==> src/rtl/phase_timer.sv <==
// Seconds countdown pacing the traffic-light FSM; emits a one-cycle advance strobe when a phase expires.
// Latency: advance one edge after enable/expiry/preempt; a phase of N s spans N*TICK_DIV+2 cycles between strobes.
// Backpressure: none; hold freezes the countdown, enable=0 parks in IDLE, preempt cuts the current phase short.
module phase_timer #(
    parameter int TICK_DIV = 10000,
    parameter int TIMER_W  = 8,
    parameter int PRE_W    = 14
) (
    input  logic               clk,
    input  logic               reset_n,
    input  logic               enable,
    input  logic               hold,
    input  logic               preempt,
    input  logic [TIMER_W-1:0] timer_in,
    output logic               advance,
    output logic               sec_tick,
    output logic [TIMER_W-1:0] remaining,
    output logic               busy
);

    typedef enum logic [1:0] {
        IDLE    = 2'd0,
        ADVANCE = 2'd1,
        LOAD    = 2'd2,
        COUNT   = 2'd3
    } state_t;

    localparam logic [PRE_W-1:0]   PRE_LAST = PRE_W'(TICK_DIV - 1);
    localparam logic [PRE_W-1:0]   PRE_ONE  = PRE_W'(1);
    localparam logic [TIMER_W-1:0] REM_ONE  = TIMER_W'(1);

    state_t           state;
    logic [PRE_W-1:0] prescaler;

    // Phase sequencing, prescaler/second countdown and registered strobes.
    always_ff @(posedge clk or negedge reset_n) begin
        if (!reset_n) begin
            state     <= IDLE;
            prescaler <= '0;
            remaining <= '0;
            advance   <= 1'b0;
            sec_tick  <= 1'b0;
            busy      <= 1'b0;
        end else begin
            // Strobes are single-cycle unless re-armed below.
            advance  <= 1'b0;
            sec_tick <= 1'b0;
            if (!enable) begin
                // Disable wins over everything, including a strobe in flight.
                state     <= IDLE;
                prescaler <= '0;
                remaining <= '0;
                busy      <= 1'b0;
            end else begin
                busy <= 1'b1;
                case (state)
                    IDLE: begin
                        state   <= ADVANCE;
                        advance <= 1'b1;
                    end
                    ADVANCE: begin
                        // The light FSM updates timer_in on this closing edge.
                        state <= LOAD;
                    end
                    LOAD: begin
                        remaining <= timer_in;
                        prescaler <= '0;
                        if (timer_in == '0) begin
                            // Zero-length phase: skip straight to the next advance.
                            state   <= ADVANCE;
                            advance <= 1'b1;
                        end else begin
                            state <= COUNT;
                        end
                    end
                    COUNT: begin
                        if (preempt) begin
                            // Sensor event ends the phase; the partial second is dropped.
                            state     <= ADVANCE;
                            advance   <= 1'b1;
                            remaining <= '0;
                            prescaler <= '0;
                        end else if (!hold) begin
                            if (prescaler == PRE_LAST) begin
                                prescaler <= '0;
                                if (remaining != '0) begin
                                    sec_tick  <= 1'b1;
                                    remaining <= remaining - REM_ONE;
                                end
                                if (remaining == REM_ONE) begin
                                    state   <= ADVANCE;
                                    advance <= 1'b1;
                                end
                            end else begin
                                prescaler <= prescaler + PRE_ONE;
                            end
                        end
                    end
                    default: begin
                        state <= IDLE;
                    end
                endcase
            end
        end
    end

endmodule

==> config.mk <==
export PLATFORM = sky130hd
export DESIGN_NAME = phase_timer
export DESIGN_NICKNAME = d
export VERILOG_FILES = /design/src/rtl/phase_timer.sv
export SDC_FILE = /design/constraint.sdc
export NUM_CORES = 1
export LEC_CHECK = 0
export ABC_AREA = 1
export CAP_MARGIN = 15
export CORE_ASPECT_RATIO = 0.8
export CORE_UTILIZATION = 44
export DETAILED_ROUTE_END_ITERATION = 10
export PLACE_DENSITY_LB_ADDON = 0.05
export RECOVER_POWER = 100
export SLEW_MARGIN = 30
export SYNTH_ARGS = -nofsm -noshare
export SYNTH_HDL_FRONTEND = slang
export SYNTH_SLANG_ARGS = --single-unit
==> constraint.sdc <==
create_clock -name clk -period 1.6 [get_ports clk]
set_input_delay 0.32 -clock clk [delete_from_list [all_inputs] [get_ports clk]]
set_output_delay 0.32 -clock clk [all_outputs]
set_load 0.005 [all_outputs]
run_1/layers.png
Bar = 20 microns.
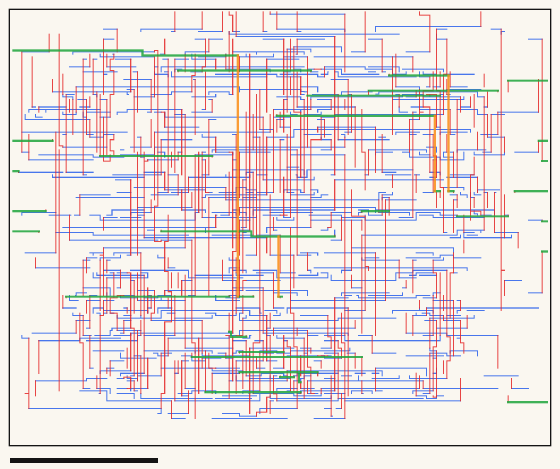
Red marks M2, wire length 2160 microns. Orange marks M4, wire length 66.6 microns. Blue marks M1, wire length 2540 microns. Green marks M3, wire length 280 microns.
Vias: 1915
GR Util All Layers: 0.246
wire per inst: 13.0 microns
final wirelength: 5050 microns

run_1/clock_wires.png
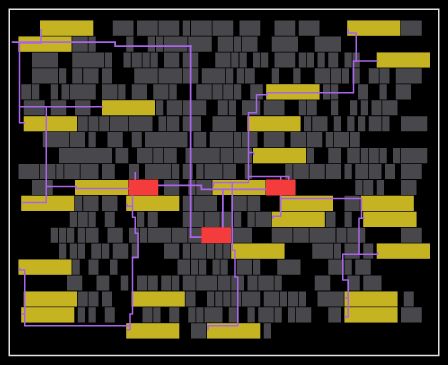
Yellow marks flip-flops, count 27. Red marks clock-net drivers, count 3. Purple marks clock wires, length 383 microns.
Position of the flops: spread over the die. There are 4 routed clock nets.
Final Skew: 7.21 ps
worst skew pair latency: 280 ps
clock network power: 0.400 mW
clock share of power: 0.239

==> impl_metrics.toml, run 1 <==
# synthesis and place-and-route metrics
[timing]
final_max_slew_viol_count = 0
rsz0062_at_grt = "true"
relSlewSlack = 0.514
worst_pin_slew_ps = 728
worst_slack_ps = -26.6
min_period_ps = 1630
tns_ps = -87.9
min_period_over_period = 1.02
hold_viol = 0
finalSetupViolations = 5
max_freq_mhz = 615

[cts]
clk_pin_slew_ps = 90
clock_path_buffers = 2
cts_tree = "built"
cts_made_buffers = 3
cts_hold_buf = 0
root_buffer = "clkbuf_8"
post_cts_buffers = 4
cts-resized-gates = 4
cts_num_sinks = 27
h-tree-depth = 1

[worst_hold_path]
hold_class = "register to register"
hold_start = "prescaler[13]"
min_to = "prescaler[13]"
min_path_cells = 2

[critical_path]
critPathLaunchType = "register"
critPathArrivalTime_ps = 1800
crit_type = "register to register"
cp_max_fo = 4
crit_path_start = "state[0]"
r2r_slack_ps = -30
rr_worst_depth = 10
worstReg2RegEnd = "remaining[1]"
critPathCaptureType = "register"
cp-endpoint = "remaining[1]"

[yosys]
synthesis.nets = 267
yosys.area.top_type = "dfrtp_1"
edf_count = 0
top_cells_by_area = "dfrtp_1 38%, nand2_1 14%, nand3_1 7.6%"
ys.flops = 27
ff_type = "dfrtp_1"
synthAoiAreaFrac = 0.153
yosysMostFrequentCell = "nand2_1"
synthCells = 247
mux_area_frac = 0
synth.distinct_cells = 27
synth_stat.cells = 247
ys_area_sq_um = 1780
synthesis.area_sq_um = 1780
syn_avg_cell_area_sq_um = 7.20
synth_seq_share = 0.380
ys_sh_xor = 0.00985
top_logic_kind = "simple AND/OR/NAND/NOR gates"
top_cells_by_count = "67 x nand2_1, 33 x inv_1, 27 x dfrtp_1, 27 x nand3_1, 23 x nor2_1"
simple_gate_share = 0.322
fa_ha_area_frac = 0.0493
async_flop_share = 1.00
ys_warn_count = 0

[die]
die_area_sq_um = 4300
die.size.y_microns = 58.9
rows = 20
core_area_sq_um = 3830
fp_util = 0.464
die_width_microns = 73.1

[finish]
layout-drive-gt1-share = 0.323
diodes = 0
area_delta_synth_final_pct = 52.5
final_area_sq_um = 2710
finish.utilization = 0.708
final_nets = 355

[placed_design]
globalplace.congestion = 0.868
hpwl_microns = 3730
placed_area_sq_um = 2450
dp_cells = 375

[power]
switching_power_mw = 0.508
leakagePower_nw = 1.41
powerSeq_mw = 0.731
peakVddDrop_mv = 0.581
powerDensity_nw_per_um2 = 617
total_power_mw = 1.67
top_power_group = "sequential cells"
pwr-share-seq = 0.436
powerComb_mw = 0.544
combPwrFrac = 0.325
switching_share = 0.303

[status]
violations = "negative setup slack"
status = "complete, but fails checks"

[drt]
viasPerCell = 4.92
drc_errors = 0
first_pass_iters = 4
drt_iter0_markers = 121
antenna_left = 0

[global_route]
grt_pass1_vias = 1689
gr-total-overflow = 0
antenna_found_initial = 0
grt_pass1_wl_microns = 7860
grt_start_max_net_pins = 28

[flow_run]
drv_cap = 0
warnings = 31
run_1/gates.png
Bar = 20 microns.
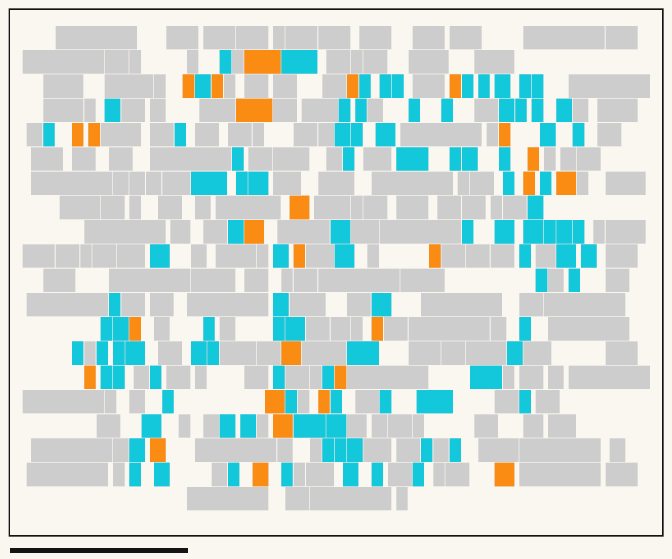
Orange marks nor cells, cells 27, where spread over the die. Cyan marks nand cells, cells 102, where spread over the die.
non-filler instance count after layout: 389
logic share of the area: 0.385

run_1/congestion_map.png
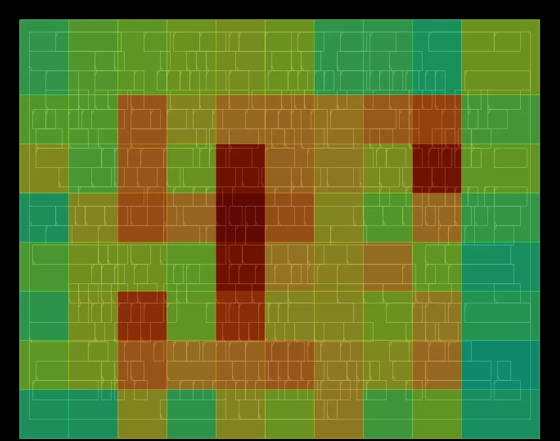
M2 GR Usage: 0.354
met3 GRT Util: 0.0479
met1 usage: 0.371

## run 1: through the flow
stage	setup slack [ps]	hold WS, ps
after floorplan	39.1	24.4
after global placement	-253	515
after detailed placement	-264	518
after CTS	6.73	430
after global routing	-97.0	558
final	-26.6	537
## run 1: placed cells by master (no fill, tap or decap), types with 2 or more instances in the layout
master / synthesis / layout
o21bai_1: 3 / 3
nand2_2: 1 / 8
nand2_4: 2 / 3
o21ai_2: 6 / 7
o22ai_1: 3 / 2
buf_4: 0 / 53
ha_1: 7 / 5
inv_2: 5 / 3
clkdlybuf4s50_1: 0 / 16
nor2_1: 23 / 16
nor2_2: 0 / 7
buf_6: 1 / 7
dlymetal6s2s_1: 0 / 6
nand3_2: 0 / 4
nor2_4: 2 / 2
nor3_1: 2 / 2
clkbuf_8: 0 / 3
nand2_1: 67 / 59
a21oi_1: 3 / 3
nand4_1: 5 / 5
o21ai_1: 1 / 4
inv_1: 33 / 33
nand3_1: 27 / 23
dfrtp_1: 27 / 27
o21ai_0: 21 / 17
## run 1: area by class of cell
type | instances | area [sq um]
well taps | 55 | 68.8
fillers | 316 | 1120
flip-flops and latches | 27 | 676
clock buffers | 3 | 41.3
multi-input cells | 181 | 1040
clock inverters | 1 | 5.00
inverters | 38 | 150
repair buffers | 84 | 727
## run 1: worst max-delay path: stages, from the launching register on
cell and delay, ps:
dfrtp_1 400, ha_2 220, buf_6 120, nor2_4 80, inv_2 50, o22ai_4 220, buf_6 150, a21oi_4 40
buf_6 140, nand2_2 50, o21ai_2 40
## run 1: state kept, by name, indices dropped and copies added (netlist names)
register   flops
prescaler     14
remaining      8
state          2
advance        1
busy           1
sec_tick       1
## run 1: metal layers
layer / wire length (microns) / global-route usage
met4: 66 / 0.0728
met1: 2540 / 0.371
met5: 0 / 0
met3: 280 / 0.0479
met2: 2160 / 0.354
==> run 2, diff against run 1 <==
==> constraint.sdc (replaced) <==
create_clock -name clk -period 2.1 [get_ports clk]
set_input_delay 0.42 -clock clk [delete_from_list [all_inputs] [get_ports clk]]
set_output_delay 0.42 -clock clk [all_outputs]
set_load 0.005 [all_outputs]
run_2/util_map.png
7 x 6 tiles, from dark blue (low) to red (high), 0 to 100% covered.
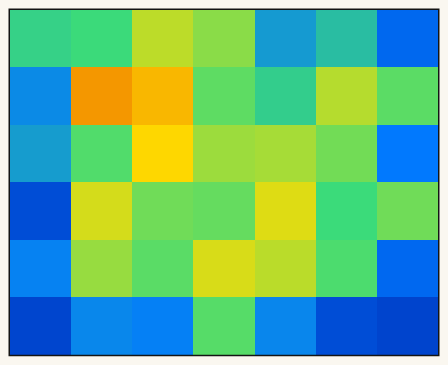
The fullest tile reaches 83%. The emptiest ninth of the die: bottom right. 7.1% of the tiles are over 75% full.
Init Core Util: 0.464
fin util: 0.556
Core Region: 3830 sq um

==> run 2 against run 1 <==
The run now ends clean. Non-clock buffer count down 55. Final cell count shrank 14%. Sequential share of layout area up 6.8 points. Wire length decreased by 19%. Synthesized area stayed put. First-iteration DRC count increased by 3.3%.
==> impl_metrics.toml, run 2 <==
# synthesis and place-and-route metrics
[power]
switching_share = 0.304
powerDensity_nw_per_um2 = 529
peakVddDrop_mv = 0.337
leakagePower_nw = 1.04
combPwrFrac = 0.223

[yosys]
synthesis.nets = 267
yosysMostFrequentCell = "nand2_1"
top_cells_by_area = "dfrtp_1 38%, nand2_1 14%, nand3_1 7.6%"
ys_area_sq_um = 1780
ff_type = "dfrtp_1"
edf_count = 0
ys_warn_count = 0
syn_avg_cell_area_sq_um = 7.20
synthesis.area_sq_um = 1780
synth_seq_share = 0.380
synth_stat.cells = 247

[timing]
worst_slack_ps = 315
finalSetupViolations = 0
relSlewSlack = 0.542
hold_viol = 0
worst_pin_slew_ps = 687
tns_ps = 0
final_max_slew_viol_count = 0
holdWs_ps = 539

[drt]
met3WireLength_microns = 192
viasPerCell = 4.98
wire_per_inst_microns = 12.3
first_pass_iters = 4
drc_errors = 0
antenna_left = 0
routed.top_layer = "met4"

[worst_hold_path]
hold_start = "prescaler[13]"
min_path_cells = 2
hold_class = "register to register"

[cts]
cts_num_sinks = 27
cts-resized-gates = 0
cts_tree = "built"
post_cts_buffers = 0
cts_hold_buf = 0
clk_pin_slew_ps = 90
clock_latency_ps = 280

[critical_path]
cp_max_fo = 9
worstReg2RegEnd = "prescaler[10]"
critPathArrivalTime_ps = 2010
critPathCaptureType = "register"
r2r_slack_ps = 320
critPathLaunchType = "register"

[global_route]
grt_pass1_vias = 1428
gr-total-overflow = 0
grt_pass1_wl_microns = 6840

[die]
die_area_sq_um = 4300
die.size.y_microns = 58.9
die_width_microns = 73.1
rows = 20

[placed_design]
hpwl_microns = 3180
globalplace.congestion = 0.865
place_ws_ps = 166

[flow_run]
warnings = 30

[finish]
largest_reg_flops = 14
layout-drive-gt1-share = 0.0824
lay_top_cells = "69 x nand2_1, 34 x inv_1, 27 x nand3_1, 27 x dfrtp_1, 25 x o21ai_0"

[status]
status = "finished, final reports clean"
run_2/gates.png
Bar = 20 microns.
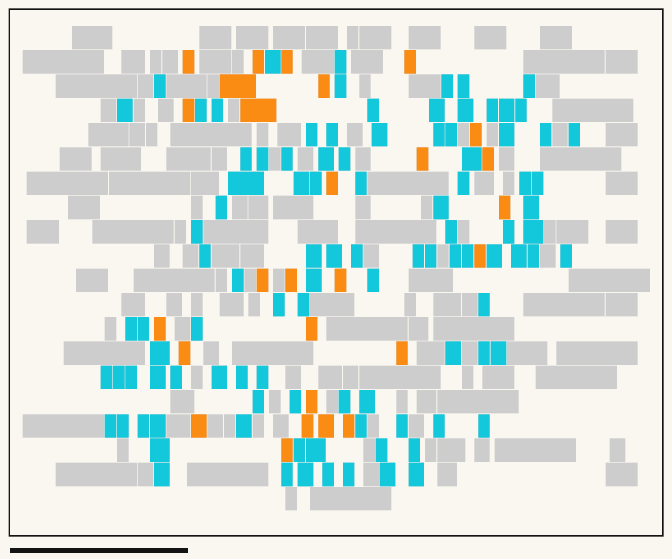
Cyan marks nand cells, cells 102. Orange marks nor cells, cells 27.
logic share of the area: 0.434
Commonest Layout Cell: nand2_1
non-filler instance count after layout: 334

==> run 2: cell counts after synthesis <==
Identical to the previous run, type by type.
==> run 2: how the worst max path moves through the flow <==
stage	slack, ps	end	startpoint	cells past startpoint
detailed placement	170	prescaler[7]	enable	8
finish	320	prescaler[10]	state[1]	9
floorplan	540	remaining[0]	state[0]	9
CTS	350	remaining[7]	remaining[0]	10
global placement	190	prescaler[12]	enable	8
global route	100	prescaler[12]	state[0]	9
==> run 2: worst max-delay path, stage by stage (launching register included) <==
cell and delay (ps):
dfrtp_1 410, ha_1 260, inv_1 140, nor2_4 130
nand2_4 80, nor2_1 120, nand2_1 180, inv_2 210
o211ai_1 120, nand2_1 70
==> run 2: area by class of cell <==
class                           instances  area [sq um]
Clock buffer                            3          41.3
Sequential cell                        27           676
Fill cell                             379          1700
Timing Repair Buffer                   29           273
Clock inverter                          1          5.00
Inverter                               38           143
Tap cell                               55          68.8
Multi-Input combinational cell        181           923
==> run 2: logic make-up (layout without fill, tap and decap cells) <==
group / count (synthesis) / in the layout / share of synthesized area
simple gates: 130 / 130 / 0.322
compound gates: 42 / 42 / 0.153
buf+inv: 39 / 71 / 0.0866
flops: 27 / 27 / 0.380
fa+ha+maj: 7 / 7 / 0.0493
xor+xnor: 2 / 2 / 0.00985
==> run 2: power by group through the flow <==
stage	clock (mW)	combinational (mW)	sequential, mW
CTS	0.320	0.271	0.568
detailed placement	0	0.270	0.578
global placement	0	0.270	0.579
global route	0.341	0.286	0.572
finish	0.309	0.252	0.567
floorplan	0	0.149	0.575
==> run 2: per-layer routing <==
metal	vias to the layer above	track usage
met4	0	0.0616
met1	748	0.350
li1	864	-
met5	-	0
met3	5	0.0411
met2	46	0.271
Power and IR drop assume default switching activity.
